$ cat src/rtl/ar_reg.sv
// ar_reg: 16-bit CPU address register (AR) of the MERA-400 datapath.
// The register loads from the W bus while l_ is low. It steps +1 on a p1
// falling edge and -M_STEP on an m4 rising edge. Both strobes are sampled
// and edge-detected in the clk_sys domain. The output ar is taken straight
// from the register, so no input reaches it combinationally.
module ar_reg #(
  parameter int WIDTH  = 16,
  parameter int M_STEP = 4
) (
  input  logic             clk_sys,
  input  logic             rst,
  input  logic [WIDTH-1:0] w,
  input  logic             l_,
  input  logic             p1,
  input  logic             m4,
  output logic [WIDTH-1:0] ar
);

  localparam logic [WIDTH-1:0] STEP_UP = WIDTH'(1);
  localparam logic [WIDTH-1:0] STEP_DN = WIDTH'(M_STEP);

  logic p1_q;
  logic m4_q;
  logic p1_fall;
  logic m4_rise;

  // Edge detection against the level seen on the previous clk_sys edge.
  // The history registers clear to 0, so m4 high right after reset reads
  // as a rise and p1 high right after reset does not read as a fall.
  always_comb begin
    p1_fall = p1_q & ~p1;
    m4_rise = ~m4_q & m4;
  end

  // Strobe history and AR update. A load consumes any edge that arrives
  // in the same cycle. Coincident edges apply the net +1-M_STEP step.
  always_ff @(posedge clk_sys) begin
    if (rst) begin
      ar   <= '0;
      p1_q <= 1'b0;
      m4_q <= 1'b0;
    end else begin
      p1_q <= p1;
      m4_q <= m4;
      if (!l_)
        ar <= w;
      else if (p1_fall && m4_rise)
        ar <= ar + STEP_UP - STEP_DN;
      else if (p1_fall)
        ar <= ar + STEP_UP;
      else if (m4_rise)
        ar <= ar - STEP_DN;
    end
  end

endmodule

$ cat config.mk
export PLATFORM = sky130hd
export DESIGN_NAME = ar_reg
export DESIGN_NICKNAME = d
export VERILOG_FILES = /design/src/rtl/ar_reg.sv
export SDC_FILE = /design/constraint.sdc
export NUM_CORES = 1
export LEC_CHECK = 0
export CORE_MARGIN = 3
export CORE_UTILIZATION = 35
export DETAILED_ROUTE_END_ITERATION = 12
export GPL_TIMING_DRIVEN = 0
export PLACE_DENSITY = 0.55
export SLEW_MARGIN = 20
export SYNTH_ARGS = -nofsm -noshare
export SYNTH_HDL_FRONTEND = slang
export SYNTH_SLANG_ARGS = --single-unit
$ cat constraint.sdc
create_clock -name clk_sys -period 2.4 [get_ports clk_sys]
set_clock_uncertainty 0.05 [all_clocks]
set_input_delay 0.48 -clock clk_sys [delete_from_list [all_inputs] [get_ports clk_sys]]
set_output_delay 0.48 -clock clk_sys [all_outputs]
set_load 0.005 [all_outputs]
==> flow_metrics.env <==
# implementation run metrics
export IMPL_grt_max_degree=11
export IMPL_cts_htree_levels=1
export IMPL_synth_edff_count=0
export IMPL_gr_total_overflow=0
export IMPL_average_footprint_of_a_synthesized_cell_um2=7.76
export IMPL_hpwlAfterDp_mm=5.14
export IMPL_r2r_cells=8
export IMPL_required_worst_endpoint_ns=2.54
export IMPL_first_pass_iters=5
export IMPL_synth_area_leader_cell="dfxtp_1"
export IMPL_area_combinational_mm2=0.00177
export IMPL_cap_violations=0
export IMPL_first_global_vias=2251
export IMPL_slew_headroom=0.535
export IMPL_worst_hold_path_type="flop to flop"
export IMPL_dp_worst_setup_slack_ns=-0.573
export IMPL_cts_tree="yes"
export IMPL_syn_to_final_growth_pct=37.7
export IMPL_final_antenna_net_count=0
export IMPL_route_vias_total=2315
export IMPL_m1WireLength_mm=3.28
export IMPL_xor_share=0.134
export IMPL_insertion_delay_ns=0.27
export IMPL_synth_area_yosys_mm2=0.00215
export IMPL_run_status="complete, but fails checks"
export IMPL_final_seq_area_um2=374
export IMPL_clkTransAtPathRegs_ns=0.08
export IMPL_postLayoutSetupSlackWorst_ns=-0.00474
export IMPL_clock_path_buffers=2
export IMPL_final_min_period_over_clock_period=1.00
export IMPL_yosys_dominant_comb_family="simple AND/OR/NAND/NOR gates"
export IMPL_syn_instance_count=277
export IMPL_ys_seq_share=0.168
export IMPL_timing_critical_path_arrival_ns=2.54
export IMPL_failed_checks="negative setup slack"
export IMPL_grtUsageTotal=0.207
export IMPL_holdPathStages=1
export IMPL_highest_fanout_seen_on_the_critical_path=6
export IMPL_tritoncts_num_buffers=3
export IMPL_postSynthRegisterBits=18
export IMPL_post_synth_ao_oa_area_fraction=0.225
export IMPL_grt_antenna_before_repair=0
export IMPL_post_route_drc_count=0
export IMPL_fill_count=578
export IMPL_fp_utilization=0.377
export IMPL_design_power_total_uw=1280
export IMPL_tool_warnings=29
export IMPL_met2_length_mm=3.30
export IMPL_dieArea_mm2=0.00712
export IMPL_design_final_nets=358
export IMPL_drtIter0Drc=183
export IMPL_synthesis_yosys_warnings=0
export IMPL_min_delay_worst_endpoint="ar[15]$_SDFFE_PP0P_"
export IMPL_route_met3_wl_um=574
export IMPL_synth_cell_type_count=65
export IMPL_yosys_area_share_adder=0.0233
export IMPL_final_count_of_hold_timing_violations=0
export IMPL_wire_per_inst_um=18.2
export IMPL_maxUsedRoutingLayer="met4"
export IMPL_timing_critical_path_to_type="flop"
export IMPL_grt_pass1_wl_mm=11.9
export IMPL_synthSimpleGateAreaFrac=0.335
export IMPL_timing_rr_end="ar[14]$_SDFFE_PP0P_"
export IMPL_routabilityCongestion=0.895
export IMPL_syn_cell_area_mm2=0.00215
export IMPL_timing_worst_slew_pin_value_ns=0.694
export IMPL_regToRegSetupSlack_ns=-0.005
export IMPL_setup_worst_path_start="ar[2]$_SDFFE_PP0P_"
export IMPL_rr_startpoint="ar[2]$_SDFFE_PP0P_"
export IMPL_synth_area_top_cells="dfxtp_1, xnor2_1, nand2_1, nor2_1, buf_6"
export IMPL_net_count_synth=302
export IMPL_chipHeight_um=84.4
export IMPL_unrepaired_setup_endpoints_after_global_routing="yes"
export IMPL_antennaDiodeCount=0
export IMPL_synthArstFlopShare=0
export IMPL_criticalPathCategory="flop to flop"
export IMPL_top_area_frac=0.168
export IMPL_floorplan_die_width_um=84.4
export IMPL_power_density_mw_per_mm2=431
export IMPL_synth_mux_area_fraction=0.0256
export IMPL_setup_violations=1
export IMPL_slew_violations=0
export IMPL_finalWorstPathRequiredPeriod_ns=2.40
export IMPL_cts_root_buffer="clkbuf_8"
export IMPL_timing_critical_path_from_type="flop"
export IMPL_synth_stat_cells=277
export IMPL_port_buffer_count=36
export IMPL_route_final_wire_length_mm=7.35
export IMPL_largest_register_ff_count=16
export IMPL_postCtsHoldBufs=0
export IMPL_drt_vias_per_instance=5.73
export IMPL_static_leakage_power_uw=0.00105
export IMPL_pin_count=37
export IMPL_flop_cell="dfxtp_1"
export IMPL_peak_vdd_ir_mv=0.249
export IMPL_worst_hold_startpoint="ar[15]$_SDFFE_PP0P_"
export IMPL_fmax_ghz=0.416
export IMPL_drive_gt1_frac=0.244
export IMPL_cts_sinks=18
-- per-stage QoR --
stage,std cells,hold slack [ns],setup TNS (ns),instance area [um2]
floorplan,277,0.453,0,2170
global placement,385,0.493,-2.81,2630
detailed placement,385,0.488,-3.05,2630
CTS,400,0.562,-0.0588,2870
global route,404,0.605,-0.270,2960
finish,404,0.565,-0.00474,2960
-- layout make-up --
class	instances	share of cell area
inverters	3	0.00381
well taps	72	0.0304
clock buffers	4	0.0186
plain buffers	25	0.0588
repair buffers	53	0.165
multi-input cells	229	0.597
flip-flops and latches	18	0.126
-- placed cells by master, fill, tap and decap left out, types with 8 or more instances in the layout --
cell type / synthesis / final
nor2b_1: 10 / 9
clkdlybuf4s50_1: 0 / 36
xnor2_1: 26 / 23
nor3_1: 9 / 8
buf_4: 7 / 24
nor2_1: 25 / 24
nand2_1: 29 / 26
a21oi_1: 10 / 10
dfxtp_1: 18 / 13
o211ai_1: 8 / 8
-- worst max-delay path, cell delays in order (launching register included) --
cell and delay [ns]:
dfxtp_4 0.37, buf_8 0.13, and3_4 0.17, a2111oi_4 0.41, a211oi_4 0.12, or4b_4 0.57, mux2_4 0.22, nand2_2 0.04
a221oi_2 0.23
-- Yosys cell counts (3+ instances only) --
library cell / n
a211oi_1: 4
ha_1: 4
buf_4: 7
nand2_1: 29
clkbuf_1: 9
o211ai_1: 8
nand3b_1: 3
and3_1: 3
buf_2: 3
nor2b_1: 10
xnor2_1: 26
nor3_1: 9
nor2_1: 25
inv_1: 3
buf_6: 6
a31oi_1: 7
nand3_1: 7
nand2b_1: 4
mux2i_1: 4
a21oi_1: 10
nor4_1: 9
xor2_1: 7
o21ai_0: 4
dfxtp_1: 18
nand4_1: 6
-- worst max path at each step --
stage	endpoint	slack [ns]	depth (start not counted)
final	ar[14]$_SDFFE_PP0P_	-0.005	8
after global routing	ar[14]$_SDFFE_PP0P_	-0.09	8
after CTS	ar[14]$_SDFFE_PP0P_	-0.04	10
after detailed placement	ar[7]$_SDFFE_PP0P_	-0.57	7
after global placement	ar[7]$_SDFFE_PP0P_	-0.53	7
after floorplan	ar[14]$_SDFFE_PP0P_	0.009	9
-- power breakdown --
part / switching, uW / leakage [uW] / internal (uW)
Sequential: 24.7 / 0.000152 / 327
Clock: 133 / 0.0000288 / 147
Combinational: 331 / 0.000867 / 315
-- layer usage --
metal | GRT usage | up-vias
met1 | 0.278 | 1068
li1 | - | 1128
met3 | 0.0461 | 20
met4 | 0.0432 | 0
met2 | 0.341 | 99
met5 | 0 | -
-- cell families (layout without fill, tap and decap cells) --
| group | after synthesis | after routing |
|---|---|---|
| simple gates | 126 | 126 |
| compound gates | 61 | 61 |
| fa+ha+maj | 4 | 4 |
| buf+inv | 30 | 85 |
| xor+xnor | 33 | 33 |
| mux | 5 | 5 |
| flops | 18 | 18 |
-- timing repair --
action / CTS / global route
setup endpoints to repair: 10 / 9
setup buffers: 11 / 6
endpoints found under the hold margin: 0 / 0
pin swaps: 7 / 15
gates resized: 23 / 19
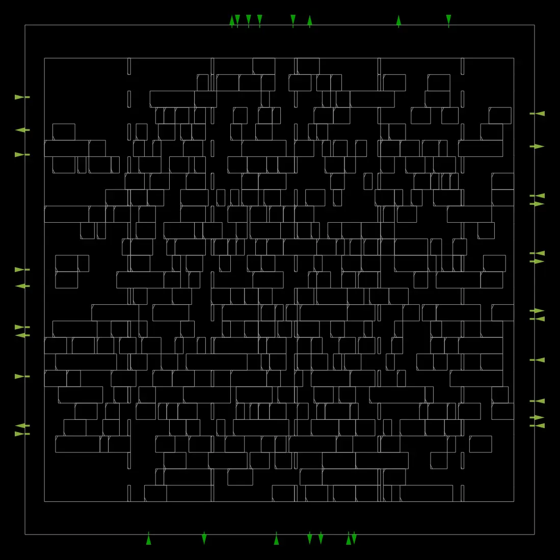
**Above:** placed standard cells.
FF+latch count: 18
core outline area: 0.00571 mm2

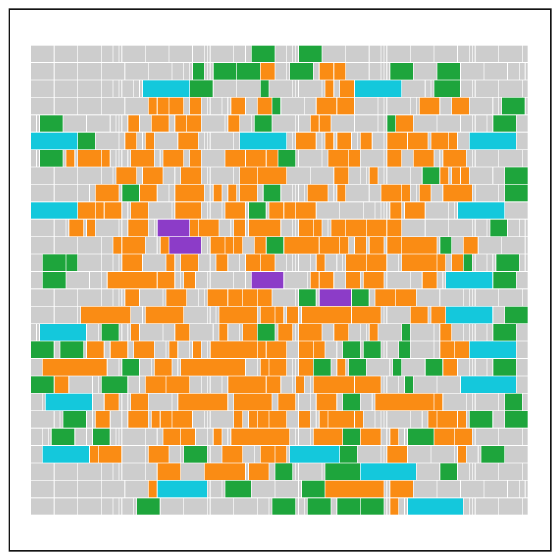
**Above:** placement by cell class.
Fill, decap, tap and diode cells in grey.
- green: other buffers and delay cells (cells 78; share of their area 23%)
- orange: all other logic (cells 232; share of their area 62%)
- cyan: flip-flops (cells 18; share of their area 13%)
- purple: clock drivers and dummy loads (cells 4; share of their area 1.9%)
final core utilization: 0.518
number of core rows: 27
finished layout cell area: 0.00296 mm2
fraction of area in registers: 0.126

Power is estimated from default activity; no workload was simulated.
